Figure 1. Routed metal, one color a layer.
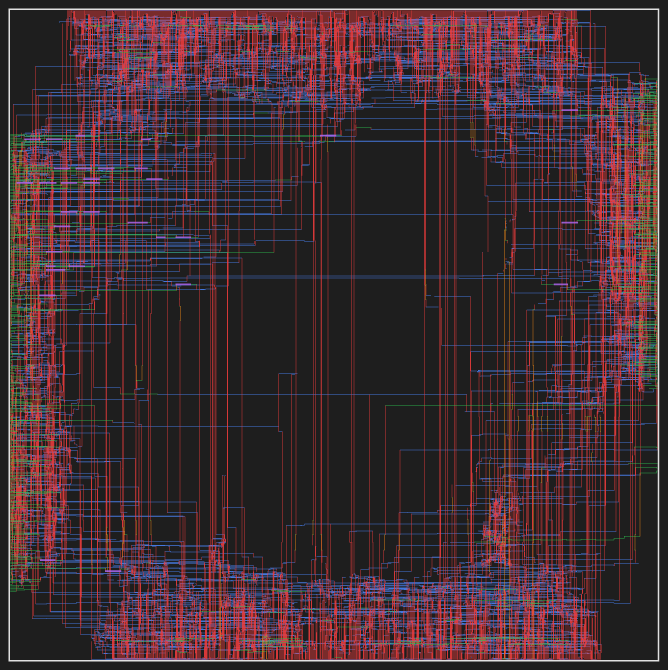
Figure 2. Routing congestion map.
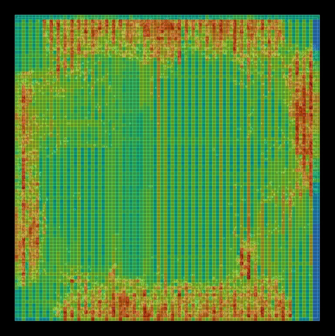
Figure 3. Metal 3.
Bar = 200 um. Cells faint in the background.
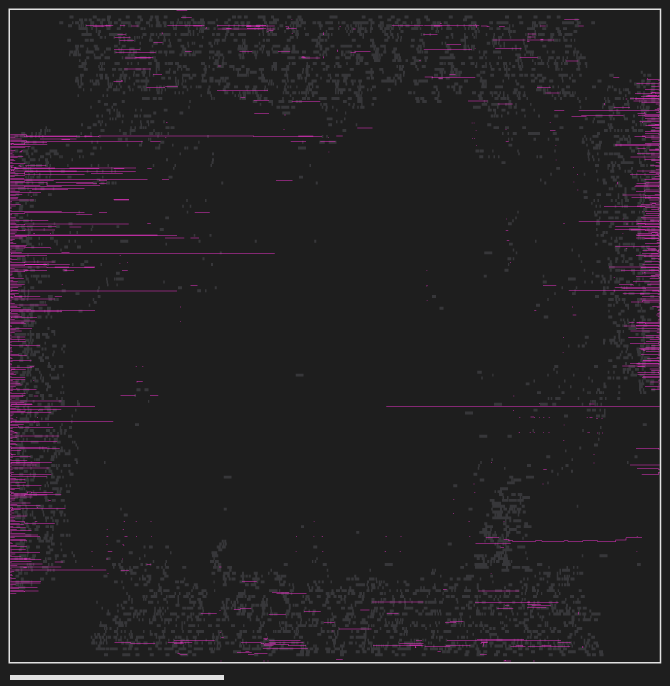
Figure 4. Signal wires on met2.
Cells faint in the background.
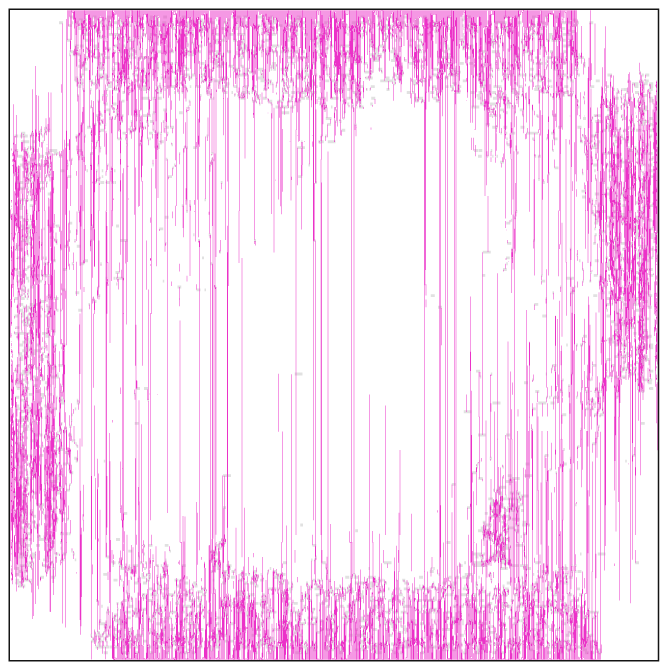
Figure 5. Clock network drawn from the DEF.
Bar = 200 um.
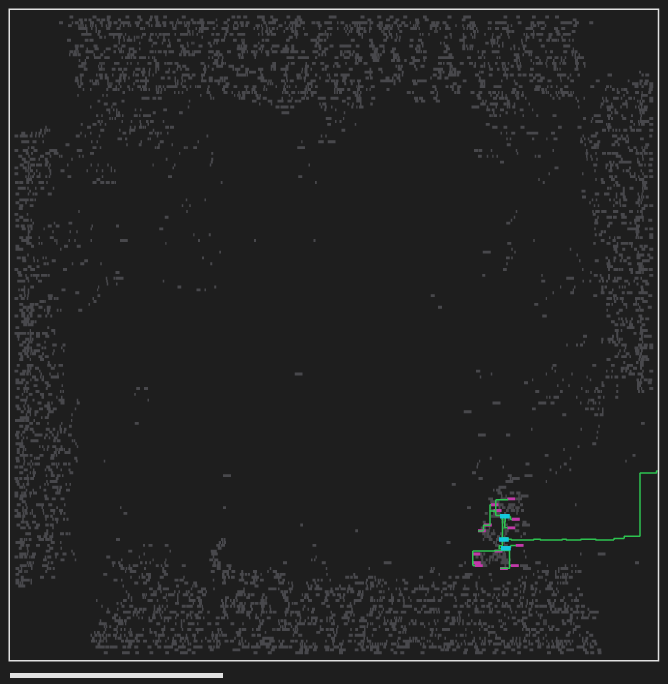
--- src/rtl/aes_pkg.sv ---
// aes_pkg: shared widths, round count and types for the AES round sequencer slice
// Provides: AES_KEY_W, AES_BLK_W, AES_NR, AES_SCHED_W, aes_seq_state_t, rk_idx_t
package aes_pkg;
   localparam int AES_KEY_W   = 128;
   localparam int AES_BLK_W   = 128;
   localparam int AES_NR      = 10;
   localparam int AES_SCHED_W = 1408;
   typedef enum logic [1:0] {IDLE, INIT, ROUND, HOLD} aes_seq_state_t;
   typedef logic [3:0] rk_idx_t;
endpackage

--- src/rtl/aes_round_sequencer_if.sv ---
// aes_round_sequencer_if: key schedule, block handshakes and datapath strobes
// master: sequencer side (drives in_ready, out_valid, round_key, rk_sel, strobes, busy)
// slave:  buffer/datapath side (drives sched, sched_valid, in_valid, out_ready)
interface aes_round_sequencer_if;
   import aes_pkg::*;
   logic [0:AES_SCHED_W-1] sched;
   logic                   sched_valid;
   logic                   in_valid;
   logic                   in_ready;
   logic                   out_valid;
   logic                   out_ready;
   logic [0:AES_KEY_W-1]   round_key;
   rk_idx_t                rk_sel;
   logic                   state_load;
   logic                   rnd_en;
   logic                   rnd_last;
   logic                   busy;
   modport master (
      input  sched, sched_valid, in_valid, out_ready,
      output in_ready, out_valid, round_key, rk_sel, state_load, rnd_en, rnd_last, busy
   );
   modport slave (
      output sched, sched_valid, in_valid, out_ready,
      input  in_ready, out_valid, round_key, rk_sel, state_load, rnd_en, rnd_last, busy
   );
endinterface

--- src/rtl/aes_rk_mux.sv ---
// aes_rk_mux: combinational selection of one 128-bit round key from the schedule
// sched: NR+1 keys, key k at sched[k*128 +: 128]; sel: key index; key: selected key
module aes_rk_mux
   import aes_pkg::*;
#(
   parameter int NR = AES_NR
) (
   input  logic [0:AES_SCHED_W-1] sched,
   input  rk_idx_t                sel,
   output logic [0:AES_KEY_W-1]   key
);
   // Compare-and-select keeps every slice constant, so no index can run off the schedule.
   always_comb begin
      key = '0;
      for (int i = 0; i <= NR; i++)
         if (sel == rk_idx_t'(i)) key = sched[i*AES_KEY_W +: AES_KEY_W];
   end
endmodule

--- src/rtl/aes_round_sequencer.sv ---
// aes_round_sequencer: steps a shared AES round datapath through the NR+1 AddRoundKey steps
// clk, rst: clock and synchronous active-high reset
// bus: schedule + valid, in/out handshakes, round_key/rk_sel, state_load/rnd_en/rnd_last, busy
module aes_round_sequencer
   import aes_pkg::*;
#(
   parameter int NR      = AES_NR,
   parameter int RND_LAT = 1
) (
   input logic                   clk,
   input logic                   rst,
   aes_round_sequencer_if.master bus
);
   localparam logic [1:0] LAT_MAX = 2'(RND_LAT - 1);
   localparam rk_idx_t    RK_MAX  = rk_idx_t'(NR);
   aes_seq_state_t state;
   rk_idx_t        rk_sel;
   logic [1:0]     lat_cnt;
   logic           ld_q, rn_q, in_ready_q, out_valid_q, rnd_last_q, busy_q;
   logic           lat_done;
   assign lat_done = lat_cnt == LAT_MAX;
   aes_rk_mux #(.NR(NR)) u_rk_mux (.sched(bus.sched), .sel(rk_sel), .key(bus.round_key));
   assign bus.rk_sel    = rk_sel;
   assign bus.in_ready  = in_ready_q;
   assign bus.out_valid = out_valid_q;
   assign bus.rnd_last  = rnd_last_q;
   assign bus.busy      = busy_q;
   // A pending strobe stays armed while the schedule is invalid and fires on the resume cycle.
   assign bus.state_load = ld_q & bus.sched_valid;
   assign bus.rnd_en     = rn_q & bus.sched_valid;
   always_ff @(posedge clk) begin
      if (rst) begin
         state       <= IDLE;
         rk_sel      <= '0;
         lat_cnt     <= '0;
         ld_q        <= 1'b0;
         rn_q        <= 1'b0;
         in_ready_q  <= 1'b0;
         out_valid_q <= 1'b0;
         rnd_last_q  <= 1'b0;
         busy_q      <= 1'b0;
      end else begin
         case (state)
            IDLE: begin
               if (bus.in_valid && in_ready_q) begin
                  state      <= INIT;
                  rk_sel     <= '0;
                  lat_cnt    <= '0;
                  busy_q     <= 1'b1;
                  in_ready_q <= 1'b0;
                  ld_q       <= 1'b1;
               end else in_ready_q <= bus.sched_valid;
            end
            INIT: begin
               if (bus.sched_valid) begin
                  ld_q <= 1'b0;
                  if (lat_done) begin
                     state      <= ROUND;
                     rk_sel     <= rk_idx_t'(1);
                     lat_cnt    <= '0;
                     rn_q       <= 1'b1;
                     rnd_last_q <= RK_MAX == rk_idx_t'(1);
                  end else lat_cnt <= lat_cnt + 2'd1;
               end
            end
            ROUND: begin
               if (bus.sched_valid) begin
                  rn_q <= 1'b0;
                  if (lat_done && rk_sel == RK_MAX) begin
                     state       <= HOLD;
                     lat_cnt     <= '0;
                     rnd_last_q  <= 1'b0;
                     out_valid_q <= 1'b1;
                  end else if (lat_done) begin
                     rk_sel     <= rk_idx_t'(rk_sel + 1'b1);
                     lat_cnt    <= '0;
                     rn_q       <= 1'b1;
                     rnd_last_q <= rk_idx_t'(rk_sel + 1'b1) == RK_MAX;
                  end else lat_cnt <= lat_cnt + 2'd1;
               end
            end
            HOLD: begin
               if (bus.out_ready) begin
                  state       <= IDLE;
                  out_valid_q <= 1'b0;
                  rk_sel      <= '0;
                  busy_q      <= 1'b0;
                  in_ready_q  <= bus.sched_valid;
               end
            end
            default: state <= IDLE;
         endcase
      end
   end
endmodule

--- src/flat_wrapper.sv ---
// flat-port wrapper written by rule: the top's interface ports become plain ports
module aes_round_sequencer_flat import aes_pkg::*;
#(
   parameter int NR      = AES_NR,
   parameter int RND_LAT = 1
)
  (clk, rst, bus_sched, bus_sched_valid, bus_in_valid, bus_out_ready, bus_in_ready, bus_out_valid, bus_round_key, bus_rk_sel, bus_state_load, bus_rnd_en, bus_rnd_last, bus_busy);
  aes_round_sequencer_if bus_i ();
  input logic clk;
  input logic rst;
  input wire logic [$bits(bus_i.sched)-1:0] bus_sched;
  input wire logic [$bits(bus_i.sched_valid)-1:0] bus_sched_valid;
  input wire logic [$bits(bus_i.in_valid)-1:0] bus_in_valid;
  input wire logic [$bits(bus_i.out_ready)-1:0] bus_out_ready;
  output wire logic [$bits(bus_i.in_ready)-1:0] bus_in_ready;
  output wire logic [$bits(bus_i.out_valid)-1:0] bus_out_valid;
  output wire logic [$bits(bus_i.round_key)-1:0] bus_round_key;
  output wire logic [$bits(bus_i.rk_sel)-1:0] bus_rk_sel;
  output wire logic [$bits(bus_i.state_load)-1:0] bus_state_load;
  output wire logic [$bits(bus_i.rnd_en)-1:0] bus_rnd_en;
  output wire logic [$bits(bus_i.rnd_last)-1:0] bus_rnd_last;
  output wire logic [$bits(bus_i.busy)-1:0] bus_busy;
  assign bus_i.sched = bus_sched;
  assign bus_i.sched_valid = bus_sched_valid;
  assign bus_i.in_valid = bus_in_valid;
  assign bus_i.out_ready = bus_out_ready;
  assign bus_in_ready = bus_i.in_ready;
  assign bus_out_valid = bus_i.out_valid;
  assign bus_round_key = bus_i.round_key;
  assign bus_rk_sel = bus_i.rk_sel;
  assign bus_state_load = bus_i.state_load;
  assign bus_rnd_en = bus_i.rnd_en;
  assign bus_rnd_last = bus_i.rnd_last;
  assign bus_busy = bus_i.busy;
  aes_round_sequencer #(.NR(NR), .RND_LAT(RND_LAT)) u_core (.clk(clk), .rst(rst), .bus(bus_i));
endmodule
--- config.mk ---
export PLATFORM = sky130hd
export DESIGN_NAME = aes_round_sequencer_flat
export DESIGN_NICKNAME = d
export VERILOG_FILES = /design/src/rtl/aes_pkg.sv /design/src/rtl/aes_round_sequencer_if.sv /design/src/rtl/aes_rk_mux.sv /design/src/rtl/aes_round_sequencer.sv /design/src/flat_wrapper.sv
export SDC_FILE = /design/constraint.sdc
export NUM_CORES = 1
export LEC_CHECK = 0
export ABC_AREA = 1
export CAP_MARGIN = 10
export CORE_AREA = 4 4 603 605
export CTS_CLUSTER_DIAMETER = 60
export CTS_CLUSTER_SIZE = 25
export DETAILED_ROUTE_END_ITERATION = 6
export DIE_AREA = 0 0 607 609
export PLACE_DENSITY = 0.3
export SYNTH_ARGS = -nofsm -noshare
export SYNTH_HDL_FRONTEND = slang
export SYNTH_SLANG_ARGS = --single-unit
export TNS_END_PERCENT = 30
--- constraint.sdc ---
create_clock -name clk -period 7.72 [get_ports clk]
set_clock_uncertainty 0.1 [all_clocks]
set_input_delay 1.544 -clock clk [delete_from_list [all_inputs] [get_ports clk]]
set_output_delay 1.544 -clock clk [all_outputs]
set_load 0.1 [all_outputs]
==> impl_metrics.toml <==
# flow metrics
[final_timing]
max_freq_ghz = 0.153
relSlewSlack_pct = 20.7
finalHoldViolations = 0
worst_slack_ns = 1.16
tns_ns = 0
drv_slew = 0
tightest_slew_ns = 1.19
period_needed_ns = 6.56
worst_hold_slack_ns = 0.357
period_used_pct = 84.9
rsz0062_at_grt = "no"
setup_violations = 0

[worst_setup_path]
crit_fanout = 41
cp_data_arrival_time_ns = 4.91
r2r_end = "u_core.bus.out_valid$_SDFFE_PP0P_"
cp_slowest_cell = "ha_1"
path_delay_family = "simple AND/OR/NAND/NOR gates"
critical_path_buf_inv_count = 5
crit_cells = 17
critPathMaxStageDelay_ns = 0.69
worstSetupPathType = "flip-flop to output port"
cpMostUsedCell = "nand2_1"
path_cells = "inv_1, ha_1, inv_1, nor3_4, buf_4, buf_4, nand2_1, nand3_1, nand3_1, nand3_1, nand2_1, nand2_1, nand2_1, nand2_1, nand2_1, nand2_1, buf_4"
crit_start = "u_core.bus.rk_sel[1]$_SDFFE_PP0P_"
critPathCaptureType = "output port"
critPathRequiredTime_ns = 6.08
startpoint_type = "flip-flop"
cp-endpoint = "bus_round_key[39]"
regToRegStartpoint = "u_core.bus.rk_sel[0]$_SDFFE_PP0P_"
worst-r2r-setup-slack_ns = 5.03
rr_worst_depth = 11

[clock_tree]
clock_sinks = 14
htreeDepth = 1
post-cts-setup-buffers = 0
numCtsBuffers = 3
cts_tree = "built"
cts_repair_resize_count = 0
clk_pin_slew_ns = 0.05
cts_root_buffer = "clkbuf_16"
hold_buffers = 0
clockBufferDepth = 2

[synth]
compound_area_share_pct = 1.06
synth_area_per_cell_sq_um = 4.21
yosysUniqueCellTypes = 30
ys_cells = 3976
synth_nets = 5400
postSynthCellCount = 3976
topCombFamilyByArea = "simple AND/OR/NAND/NOR gates"
most_common_cell = "nand2_1"
fa_ha_area_share_pct = 0.822
ys_sh_xor_pct = 0.105
mux_area_share_pct = 0
synthTopCellsByCount = "1928 x nand2_1, 527 x nor2_1, 526 x nand3_1"
yosysChipArea_sq_um = 16700
yosysWarnings = 0
postSynthSeqShare_pct = 1.67
yosysTopAreaCellShare_pct = 43.2
ys_ff = 14
edf_count = 0
top_cells_by_area = "nand2_1 43%, nand3_1 16%, nor2_1 12%"
simple_gate_share_pct = 80.6
ys.flop_type = "dfxtp_1"
syn_area_sq_um = 16700
top_area_cell = "nand2_1"
synthArstFlopShare_pct = 0

[routing]
postRouteAntennaNets = 0
drc = 0
wl_met1_mm = 96.4
drt_pass1_iterations = 6
dr_wl_met2_mm = 142
viasPerCell = 2.99
first_iter_violations = 1842
highest_layer = "met5"
dr_wl_met3_mm = 12.6

[placed_design]
post-place-ws_ns = 1.19
gp_congestion = 0.916
dpl.cell_count = 10100
postPlaceCellArea_sq_um = 37800
portBuffers = 1550
dp.final_hpwl_mm = 226

[finish]
final_layout_size_suffix_gt1_share_pct = 5.78
final_cells = 10100
largest_register_ffs = 4
largest_registers = "u_core.bus.rk_sel (4), u_core.lat_cnt (2), u_core.state (2)"
area_growth_pct = 127
finalInstanceArea_sq_um = 37900
regMostFlops = "u_core.bus.rk_sel"
final_nets = 6752

[power_and_ir_drop]
power_mw = 19.4
power.density_nw_per_um2 = 512
leakagePower_nw = 16.3
ir_drop_mv = 0.509

[floorplanning]
die_w_um = 607
die_area_sq_um = 370000
ioPinCount = 1551
initCoreUtil_pct = 4.67
coreArea_sq_um = 358000
std_cell_rows = 220
die_y_um = 609

[global_route]
first_global_vias = 31000
grt_first_pass_wirelength_mm = 322
met1_usage_pct = 14.4
grt_max_degree = 112
grt.overflow.total = 0
grt.busiest_layer = "met2"
antenna_found_initial = 128

[job]
drv_cap = 0
openroad.warnings = 50

[outcome]
status = "completed"

[worst_hold_path]
worstHoldStart = "u_core.bus.busy$_SDFFE_PP0P_"
hold_class = "flip-flop to flip-flop"
hold_depth = 2
worstHoldEndpoint = "u_core.bus.busy$_SDFFE_PP0P_"
Back to the opening pictures, Figure 1:
Orange is M4, wire length 3490 um. Purple is M5, wire length 416 um. Green is M3, wire length 12600 um. Red is M2, wire length 142 mm. Blue is M1, wire length 96.4 mm.
Wirelength per Cell: 25.2 um
vias: 30300
GRT Util Overall: 13.1%

Back to the opening pictures, Figure 2:
met2 global-route usage: 26.4%
final core occ: 10.6%
grt met3 use: 2.10%

Back to the opening pictures, Figure 3:
The layer holds 4.9% of the routed length. The longest straight run is 255 um. The layer carries 12600 um of wire. 742 nets have wire on it.
DRT Wirelength: 255 mm

Back to the opening pictures, Figure 4:
The longest straight run is 508 um. The layer holds 56% of the routed length.

Back to the opening pictures, Figure 5:
Green is clock wires, length 448 um. Cyan is clock-net drivers, count 3. Magenta is flip-flops, count 14.
There are 4 routed clock nets.
Late-Pin Clk Latency: 0.25 ns
Power Clock: 0.100 mW
clock power share: 0.5%

power by group:
part	internal [mW]	total, mW	switching, mW
Sequential	0.102	0.139	0.0375
Clock	0.0680	0.100	0.0323
Combinational	4.10	19.2	15.1
layout by cell type, fill, tap and decap left out:
| master | netlist | layout |
|---|---|---|
| a41oi_1 | 1 | 1 |
| or2_1 | 2 | 2 |
| clkbuf_16 | 0 | 3 |
| xnor2_1 | 1 | 1 |
| dfxtp_1 | 14 | 14 |
| a211oi_1 | 4 | 4 |
| a21oi_1 | 11 | 11 |
| xor2_1 | 1 | 1 |
| clkinv_1 | 33 | 33 |
| nor2_4 | 1 | 5 |
| nand2_4 | 0 | 2 |
| nor2_1 | 527 | 524 |
| nor3_4 | 0 | 1 |
| inv_1 | 270 | 269 |
| nor3_1 | 3 | 3 |
| nand3_1 | 526 | 525 |
| buf_12 | 0 | 22 |
| nand3_4 | 0 | 1 |
| or2_0 | 206 | 206 |
| clkdlybuf4s50_1 | 0 | 1471 |
| a31oi_1 | 3 | 3 |
| ha_1 | 11 | 11 |
| a2111oi_0 | 1 | 1 |
| o21ai_0 | 9 | 9 |
| o221a_2 | 1 | 1 |
| nand4_1 | 1 | 1 |
| nor2_2 | 2 | 1 |
| buf_4 | 1 | 119 |
| inv_8 | 0 | 4 |
| nand2_1 | 1928 | 1926 |
| diode_2 | 0 | 28 |
| inv_2 | 108 | 105 |
| or2_2 | 44 | 44 |
| nand3b_1 | 2 | 2 |
area by class of cell:
cell class	instances	area (sq um)
Timing Repair Buffer	1612	16100
Inverter	411	1570
Tap cell	4773	5970
Antenna cell	28	70.1
Clock buffer	3	75.1
Sequential cell	14	280
Multi-Input combinational cell	3286	13900
Fill cell	42600	320000
Power and IR drop assume default switching activity.
